[src/rtl/sequencer_pkg.sv]
// Shared types and constants for the instruction sequencer: FSM states,
// IR field positions, control-flow opcodes and datapath flag indices.
package sequencer_pkg;

  typedef enum logic [2:0] {
    S_IDLE,
    S_FETCH,
    S_DECODE,
    S_EXEC,
    S_NEXT,
    S_PAUSE,
    S_HALT
  } state_t;

  localparam int OPER_MSB  = 31;
  localparam int OPER_LSB  = 27;
  localparam int RDST_MSB  = 26;
  localparam int RDST_LSB  = 22;
  localparam int RSRC1_MSB = 21;
  localparam int RSRC1_LSB = 17;
  localparam int IMM_BIT   = 16;
  localparam int RSRC2_MSB = 15;
  localparam int RSRC2_LSB = 11;
  localparam int ISRC_MSB  = 15;
  localparam int ISRC_LSB  = 0;

  localparam logic [4:0] OP_JUMP     = 5'd15;
  localparam logic [4:0] OP_JCARRY   = 5'd16;
  localparam logic [4:0] OP_JNOCARRY = 5'd17;
  localparam logic [4:0] OP_JSIGN    = 5'd18;
  localparam logic [4:0] OP_JNOSIGN  = 5'd19;
  localparam logic [4:0] OP_JZERO    = 5'd20;
  localparam logic [4:0] OP_JNOZERO  = 5'd21;
  localparam logic [4:0] OP_JOVF     = 5'd22;
  localparam logic [4:0] OP_JNOOVF   = 5'd23;
  localparam logic [4:0] OP_HALT     = 5'd27;

  // flags bus is {sign, zero, overflow, carry}
  localparam int FLAG_CARRY = 0;
  localparam int FLAG_OVF   = 1;
  localparam int FLAG_ZERO  = 2;
  localparam int FLAG_SIGN  = 3;

endpackage

[src/rtl/jump_resolve.sv]
// Combinational jump classifier: flags whether an opcode is a jump and
// whether its condition holds for the given datapath flags.
module jump_resolve
  import sequencer_pkg::*;
(
  input  logic [4:0] oper_type,
  input  logic [3:0] flags,
  output logic       is_jump,
  output logic       taken
);

  always_comb begin
    is_jump = 1'b1;
    taken   = 1'b0;
    unique case (oper_type)
      OP_JUMP:     taken = 1'b1;
      OP_JCARRY:   taken =  flags[FLAG_CARRY];
      OP_JNOCARRY: taken = ~flags[FLAG_CARRY];
      OP_JSIGN:    taken =  flags[FLAG_SIGN];
      OP_JNOSIGN:  taken = ~flags[FLAG_SIGN];
      OP_JZERO:    taken =  flags[FLAG_ZERO];
      OP_JNOZERO:  taken = ~flags[FLAG_ZERO];
      OP_JOVF:     taken =  flags[FLAG_OVF];
      OP_JNOOVF:   taken = ~flags[FLAG_OVF];
      default:     is_jump = 1'b0;
    endcase
  end

endmodule

[src/rtl/instr_sequencer.sv]
// Multi-cycle fetch/decode/execute controller: owns the PC, fetches from
// instruction memory, drives ir to the datapath and strobes commit.
//
//   state    | meaning
//   ---------+-----------------------------------------------------
//   S_IDLE   | out of reset, waiting for start
//   S_FETCH  | imem_req held at pc until imem_ack
//   S_DECODE | halt check, jump condition sampled from flags
//   S_EXEC   | exec_en high for non-jump opcodes
//   S_NEXT   | pc update, retire count, step_mode check
//   S_PAUSE  | single-step stop, waiting for start
//   S_HALT   | halt opcode seen, pc held, waiting for start
module instr_sequencer
  import sequencer_pkg::*;
#(
  parameter int PC_W = 16
) (
  input  logic            clk,
  input  logic            rst_n,
  input  logic            start,
  input  logic            step_mode,
  output logic            imem_req,
  output logic [PC_W-1:0] imem_addr,
  input  logic [31:0]     imem_rdata,
  input  logic            imem_ack,
  input  logic [3:0]      flags,
  output logic [31:0]     ir,
  output logic            exec_en,
  output logic [PC_W-1:0] pc,
  output logic            halted,
  output logic            busy,
  output logic [31:0]     instr_count
);

  state_t          state;
  logic [4:0]      oper_type;
  logic            is_jump;
  logic            taken;
  logic            jump_taken_q;
  logic [PC_W-1:0] jump_tgt;

  assign oper_type = ir[OPER_MSB:OPER_LSB];
  assign jump_tgt  = ir[ISRC_LSB +: PC_W];
  // pc only changes outside FETCH, so the address is stable for the whole request
  assign imem_addr = pc;

  jump_resolve u_jump_resolve (
    .oper_type (oper_type),
    .flags     (flags),
    .is_jump   (is_jump),
    .taken     (taken)
  );

  always_ff @(posedge clk or negedge rst_n) begin
    if (!rst_n) begin
      state        <= S_IDLE;
      pc           <= '0;
      ir           <= '0;
      instr_count  <= '0;
      imem_req     <= 1'b0;
      exec_en      <= 1'b0;
      halted       <= 1'b0;
      busy         <= 1'b0;
      jump_taken_q <= 1'b0;
    end else begin
      exec_en <= 1'b0;
      case (state)
        S_IDLE: begin
          if (start) begin
            pc       <= '0;
            imem_req <= 1'b1;
            busy     <= 1'b1;
            state    <= S_FETCH;
          end
        end
        S_FETCH: begin
          if (imem_ack) begin
            ir       <= imem_rdata;
            imem_req <= 1'b0;
            state    <= S_DECODE;
          end
        end
        S_DECODE: begin
          if (oper_type == OP_HALT) begin
            halted <= 1'b1;
            busy   <= 1'b0;
            state  <= S_HALT;
          end else begin
            // flags here are those left by the previous instruction
            jump_taken_q <= is_jump & taken;
            exec_en      <= ~is_jump;
            state        <= S_EXEC;
          end
        end
        S_EXEC: begin
          state <= S_NEXT;
        end
        S_NEXT: begin
          pc          <= jump_taken_q ? jump_tgt : pc + PC_W'(1);
          instr_count <= instr_count + 32'd1;
          if (step_mode) begin
            busy  <= 1'b0;
            state <= S_PAUSE;
          end else begin
            imem_req <= 1'b1;
            state    <= S_FETCH;
          end
        end
        S_PAUSE: begin
          if (start) begin
            imem_req <= 1'b1;
            busy     <= 1'b1;
            state    <= S_FETCH;
          end
        end
        S_HALT: begin
          if (start) begin
            pc       <= pc + PC_W'(1);
            halted   <= 1'b0;
            imem_req <= 1'b1;
            busy     <= 1'b1;
            state    <= S_FETCH;
          end
        end
        default: begin
          imem_req <= 1'b0;
          halted   <= 1'b0;
          busy     <= 1'b0;
          state    <= S_IDLE;
        end
      endcase
    end
  end

endmodule

[config.mk]
export PLATFORM = sky130hd
export DESIGN_NAME = instr_sequencer
export DESIGN_NICKNAME = d
export VERILOG_FILES = /design/src/rtl/sequencer_pkg.sv /design/src/rtl/jump_resolve.sv /design/src/rtl/instr_sequencer.sv
export SDC_FILE = /design/constraint.sdc
export NUM_CORES = 1
export LEC_CHECK = 0
export CAP_MARGIN = 20
export CORE_AREA = 2 2 97 99
export CTS_BUF_LIST = sky130_fd_sc_hd__clkbuf_4
export CTS_CLUSTER_SIZE = 30
export DETAILED_ROUTE_END_ITERATION = 16
export DIE_AREA = 0 0 99 101
export PLACE_DENSITY = 0.84
export SLEW_MARGIN = 20
export SYNTH_ARGS = -nofsm -noshare
export SYNTH_HDL_FRONTEND = slang
export SYNTH_SLANG_ARGS = --single-unit
[constraint.sdc]
create_clock -name clk -period 4.8 [get_ports clk]
set_clock_uncertainty 0.1 [all_clocks]
set_input_delay 0.96 -clock clk [delete_from_list [all_inputs] [get_ports clk]]
set_output_delay 0.96 -clock clk [all_outputs]
set_load 0.005 [all_outputs]
Run 1, track usage over the die:
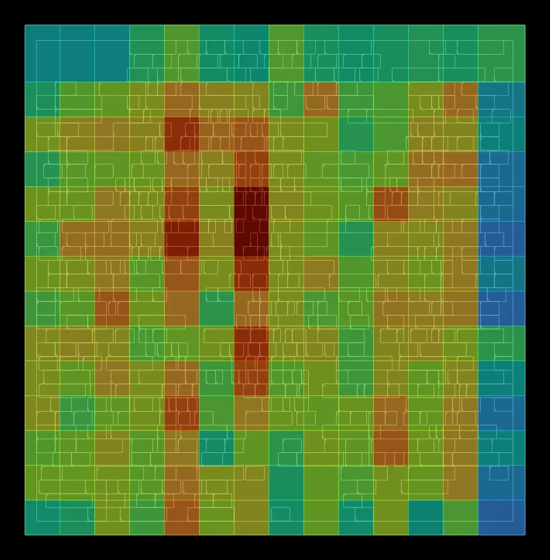
total track usage: 20.3%
GR met1 Demand/Resource: 26.0%
met2 usage: 35.6%
final core utilization: 65.3%
GR Util met3: 4.09%

Run 1, the metal 4 layer:
Scale bar: 20 um. Supply wires on this layer in gray. Cells faint in the background.
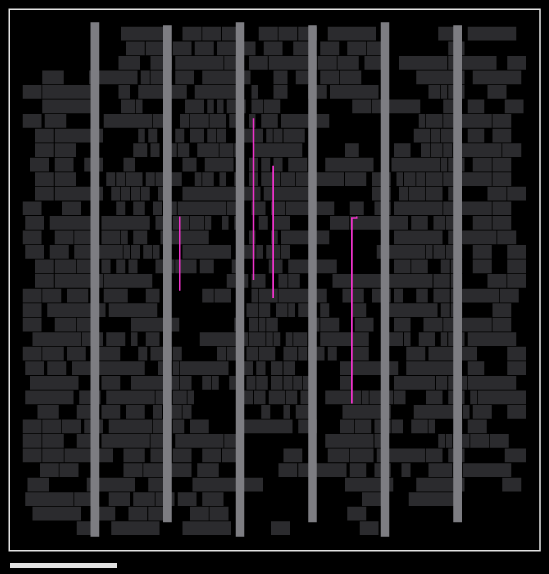
The longest straight run is 34.6 um. The wires run mostly vertical. The layer carries 104 um of wire. The layer holds 1.0% of the routed length.

Run 1, local utilization:
10 x 10 tiles, from white (low) to dark blue (high), 0 to 100% covered.
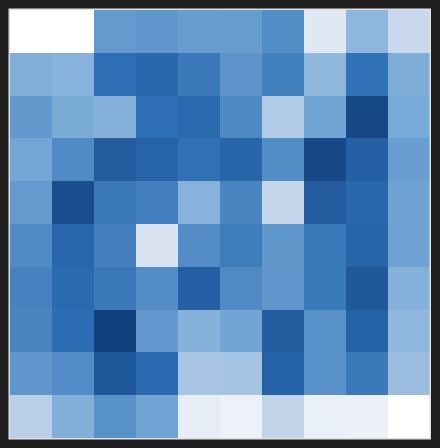
The mean over all tiles is 57%. 23% of the tiles are over 75% full. 3.0% of the tiles are nearly empty. The fullest tile reaches 93%.
Core ar.: 8980 um2
Init Core Util: 48.3%

Run 1, M1 wires:
Supply wires on this layer in gray.
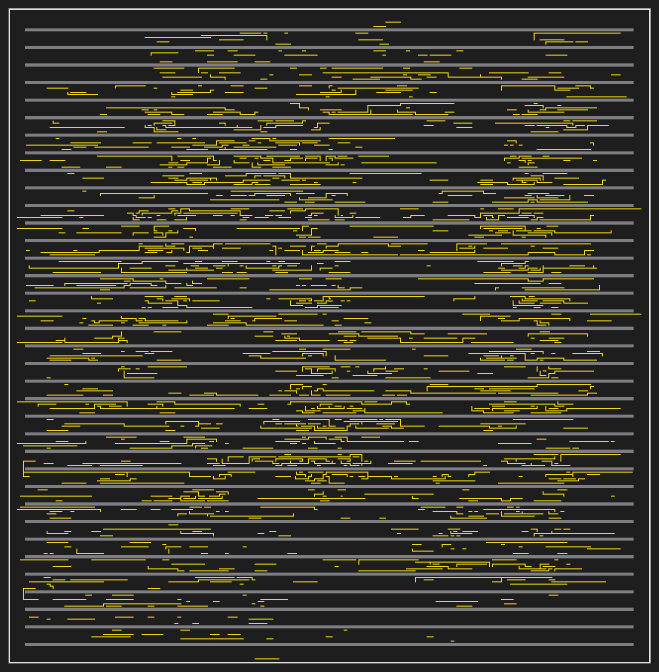
The layer carries 4,160 um of wire. The layer holds 41% of the routed length. The wires run mostly horizontal. The longest straight run is 25.8 um.

==> metrics.cfg, run 1 <==
[run_status]
outcome = finished clean

[power_and_ir_drop]
maxPowerGroup = sequential cells
ir_drop_mv = 0.307
powerComb_uw = 1200
pg_clk_uw = 537
intPower_uw = 2000
comb_power_share_pct = 39.9
powerDensity_nw_per_um2 = 511
switchingPower_uw = 996
pg_seq_uw = 1260

[finish]
buf_share_pct = 24.0
most-common-layout-cells = clkdlybuf4s50_1 (139), dfrtp_1 (88), mux2_2 (32), xnor2_1 (29)
comb_share_pct = 32.5
drive_gt1_share_pct = 12.3
inv_count = 5
comb_cells = 272
clkbuf_count = 10
final_common_cell = clkdlybuf4s50_1

[routing]
vias = 3488
route.met3.wl_um = 692
viasPerCell = 5.51
route.detailed.drc = 0
drt_wl_total_um = 10000
drt_iter0_markers = 178
drtPass1Iterations = 5

[final_timing]
worstMarginPinSlew_ps = 794
hold_ws_ps = 385
max-slew-margin-rel_pct = 47.1
setup_viol = 0
slew_violations = 0

[cts]
numCtsBuffers = 9
cts_root_buffer = clkbuf_4
cts.sinks = 88
hold_buffers = 0
clock_path_buffers = 2
cts_resized = 0
h-tree-depth = 3

[yosys]
synthMostInstantiatedCell = dfrtp_1
top_logic_kind = simple AND/OR/NAND/NOR gates
ff_type = dfrtp_1
ys_cells = 398
edf_count = 0
synthArstFlopShare_pct = 100
ys.flops = 88
synth.cellmix.xorXnorShare_pct = 7.27
fp_nets = 441
ys_warn_count = 0
synth_seq_share_pct = 50.8
yosys-stat-area_um2 = 4340
top_cells_by_count = dfrtp_1 (88), mux2_2 (32), xnor2_1 (29)
synthCells = 398

[placement]
dp.cells = 617
io_buffer_count = 140
dpl_worst_slack_ps = 1770
hpwl_um = 7240

[global_routing]
grt_pass1_vias = 3411
antenna_found_initial = 0

[critical_path]
critPathCaptureType = flop
cpMostUsedCell = a21o_1
critical-path-top-delay-family = AND-OR/OR-AND gates
slowest_delay_ps = 640

[min_path]
holdPathStages = 1
hold_end = instr_count[31]
hold_path_class = flop to flop

[floorplan]
die_y_um = 101
taps = 111
ioPinCount = 141

[run]
warnings = 26

Run 1, placement by cell class:
Scale bar: 20 um. Fill, decap, tap and diode cells in gray.
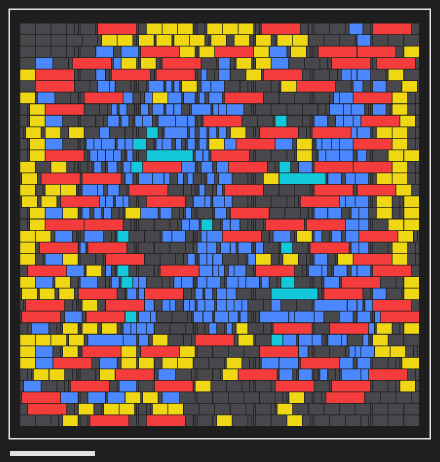

--- run 2 (diff from run 1) ---
CORE_AREA = 2 2 104 106   (was 2 2 97 99)
DIE_AREA = 0 0 106 108   (was 0 0 99 101)
PLACE_DENSITY = 0.77   (was 0.84)
clock period = 2.2 ns   (was 4.8 ns; I/O delays follow)
Run 2, placement by cell class:
Scale bar: 20 um. Fill, decap, tap and diode cells in gray.
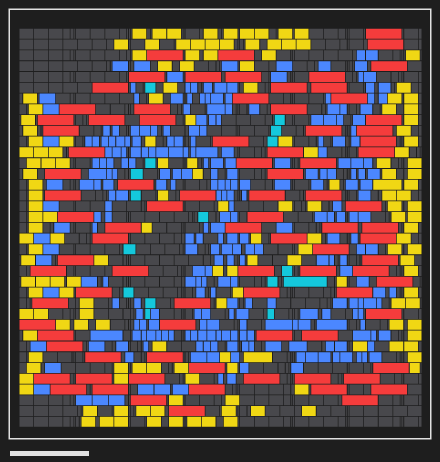
Key: remaining buffers and delay cells = yellow [cells 161]; registers = red [cells 88]; clock drivers and dummy loads = cyan [cells 16]; remaining logic cells = blue [cells 277]
Seq/total area: 36.6%
final instance area: 6020 um2
row cnt: 37

Run 2, local utilization:
11 x 11 tiles, from white (low) to dark blue (high), 0 to 100% covered.
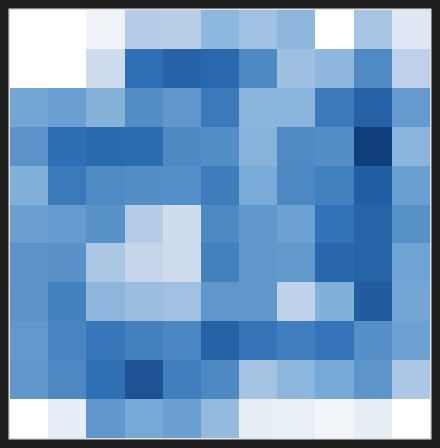
The densest ninth of the die: right middle. The emptiest ninth of the die: top left. 11% of the tiles are over 75% full. The fullest tile reaches 94%. The mean over all tiles is 51%.

==> run 2 against run 1 <==
  * Combinational power up 140%
  * Synthesized cell count unchanged
  * Global-route usage down 1.8 points
  * Sequential share of layout area down 0.98 points
  * Register-to-register slack worse by 2100 ps
  * Critical endpoint is now imem_addr[7]
  * Total power up 120%
  * Utilization down 6.5 points
  * Area after synthesis unchanged
  * First-iteration DRC count down 10%
  * Worst hold slack better by 7.9 ps
==> metrics.cfg, run 2 <==
[yosys]
post-synth-top-area-cell = dfrtp_1  ; unchanged
muxShareOfSynthArea_pct = 9.06  ; unchanged
ys_sh_adder_pct = 0.577  ; unchanged
yosys-stat-area_um2 = 4340  ; unchanged
fp_nets = 441  ; unchanged
synthArstFlopShare_pct = 100  ; unchanged
synth.cellmix.xorXnorShare_pct = 7.27  ; unchanged
synth_seq_share_pct = 50.8  ; unchanged
ys_warn_count = 0  ; unchanged
top_cells_by_count = dfrtp_1 (88), mux2_2 (32), xnor2_1 (29)  ; unchanged
top_logic_kind = simple AND/OR/NAND/NOR gates  ; unchanged
ys.flops = 88  ; unchanged
syn_area_um2 = 4340  ; unchanged
synthCells = 398  ; unchanged
ff_type = dfrtp_1  ; unchanged
edf_count = 0  ; unchanged
ys_cells = 398  ; unchanged
synthMostInstantiatedCell = dfrtp_1  ; unchanged

[power_and_ir_drop]
comb_power_share_pct = 43.9  ; was 39.9%
ir_drop_mv = 0.556  ; was 0.307 mV
clockPowerShare_pct = 14.1  ; was 17.9%
maxPowerGroup = combinational cells  ; was sequential cells
pg_seq_uw = 2710  ; was 1260 uW
powerDensity_nw_per_um2 = 1070  ; was 511 nW/um2
switchingPower_uw = 2200  ; was 996 uW
intPower_uw = 4250  ; was 2000 uW
pg_clk_uw = 910  ; was 537 uW
powerComb_uw = 2830  ; was 1200 uW

[finish]
antenna_cells = 1  ; was 0
utilization_pct = 58.9  ; was 65.3%
drive_gt1_share_pct = 15.1  ; was 12.3%
buf_share_pct = 26.3  ; was 24.0%
final_common_cell = clkdlybuf4s50_1  ; unchanged
inv_count = 5  ; unchanged
seq_cells = 88  ; unchanged
most-common-layout-cells = clkdlybuf4s50_1 (139), dfrtp_1 (88), mux2_2 (32), xnor2_1 (29)  ; unchanged
comb_cells = 272  ; unchanged
comb_share_pct = 31.6  ; was 32.5%
nFillCells = 879  ; was 713
clkbuf_count = 9  ; was 10
signal_buffers = 161  ; was 141
stdcell_count = 679  ; was 633
nets = 580  ; was 560

[routing]
route.detailed.drc = 0  ; unchanged
drt_wl_total_um = 10300  ; was 10,000 um
drt_iter0_markers = 160  ; was 178
drtPass1Iterations = 4  ; was 5
ant_nets = 0  ; unchanged
viasPerCell = 5.24  ; was 5.51
post_drt_wl_per_cell_um = 15.2  ; was 15.9 um
route.met3.wl_um = 611  ; was 692 um
vias = 3558  ; was 3,488

[final_timing]
worst_slack_ps = 139  ; was 2200 ps
hold_ws_ps = 393  ; was 385 ps
setup_viol = 0  ; unchanged
finalHoldViolCount = 0  ; unchanged
slew_violations = 0  ; unchanged
period_needed_ps = 2060
worstMarginPinSlew_ps = 834  ; was 794 ps
max-slew-margin-rel_pct = 44.2  ; was 47.1%
tns_ps = 0  ; unchanged

[placement]
dp.cells = 661  ; was 617
gp_congestion = 0.803  ; was 0.760
io_buffer_count = 140  ; unchanged
hpwl_um = 7730  ; was 7240 um
dpl_worst_slack_ps = 75.7  ; was 1770 ps

[floorplan]
core-area_um2 = 10200  ; was 8980 um2
initCoreUtil_pct = 42.4  ; was 48.3%
taps = 136  ; was 111
ioPinCount = 141  ; unchanged
die_y_um = 108  ; was 101 um
die-area_um2 = 11400  ; was 10000 um2

[global_routing]
grt_use_total_pct = 18.5  ; was 20.3%
antenna_found_initial = 1  ; was 0
grt_pass1_wl_um = 17000  ; was 16,400 um
grt.met1_usage_pct = 23.9  ; was 26.0%
gr-usage-met3_pct = 4.64  ; was 4.09%
overflow = 0  ; unchanged
busiest_layer = met2  ; unchanged
grt_pass1_vias = 3487  ; was 3,411
grt_use_met2_pct = 31.2  ; was 35.6%

[critical_path]
cp_slowest_cell = clkdlybuf4s50_1  ; unchanged
critPathCaptureType = primary output  ; was flop
slowest_delay_ps = 570  ; was 640 ps
start_kind = flop  ; was input pin
worst-path-max-fanout = 9  ; was 16
reg2reg_from = state[0]  ; was state[2]
arrival_ps = 1520  ; was 2810 ps
critical-path-top-delay-family = buffers and inverters  ; was AND-OR/OR-AND gates
crit_end = imem_addr[7]  ; unchanged
ff2ff_path_depth = 5  ; unchanged

[min_path]
holdPathStages = 1  ; unchanged
hold_end = instr_count[31]  ; unchanged
hold_path_class = flop to flop  ; unchanged

[cts]
cts_tree = yes  ; unchanged
numCtsBuffers = 9  ; unchanged
cts_resized = 0  ; unchanged
post_cts_buffers = 0  ; unchanged
cts_root_buffer = clkbuf_4  ; unchanged
clock_path_buffers = 2  ; unchanged
h-tree-depth = 3  ; unchanged
hold_buffers = 1  ; was 0
cts.sinks = 88  ; unchanged

[run]
warnings = 26  ; unchanged

[run_status]
outcome = finished clean  ; unchanged

No activity file was given, so power comes from the tool's default toggle rates.
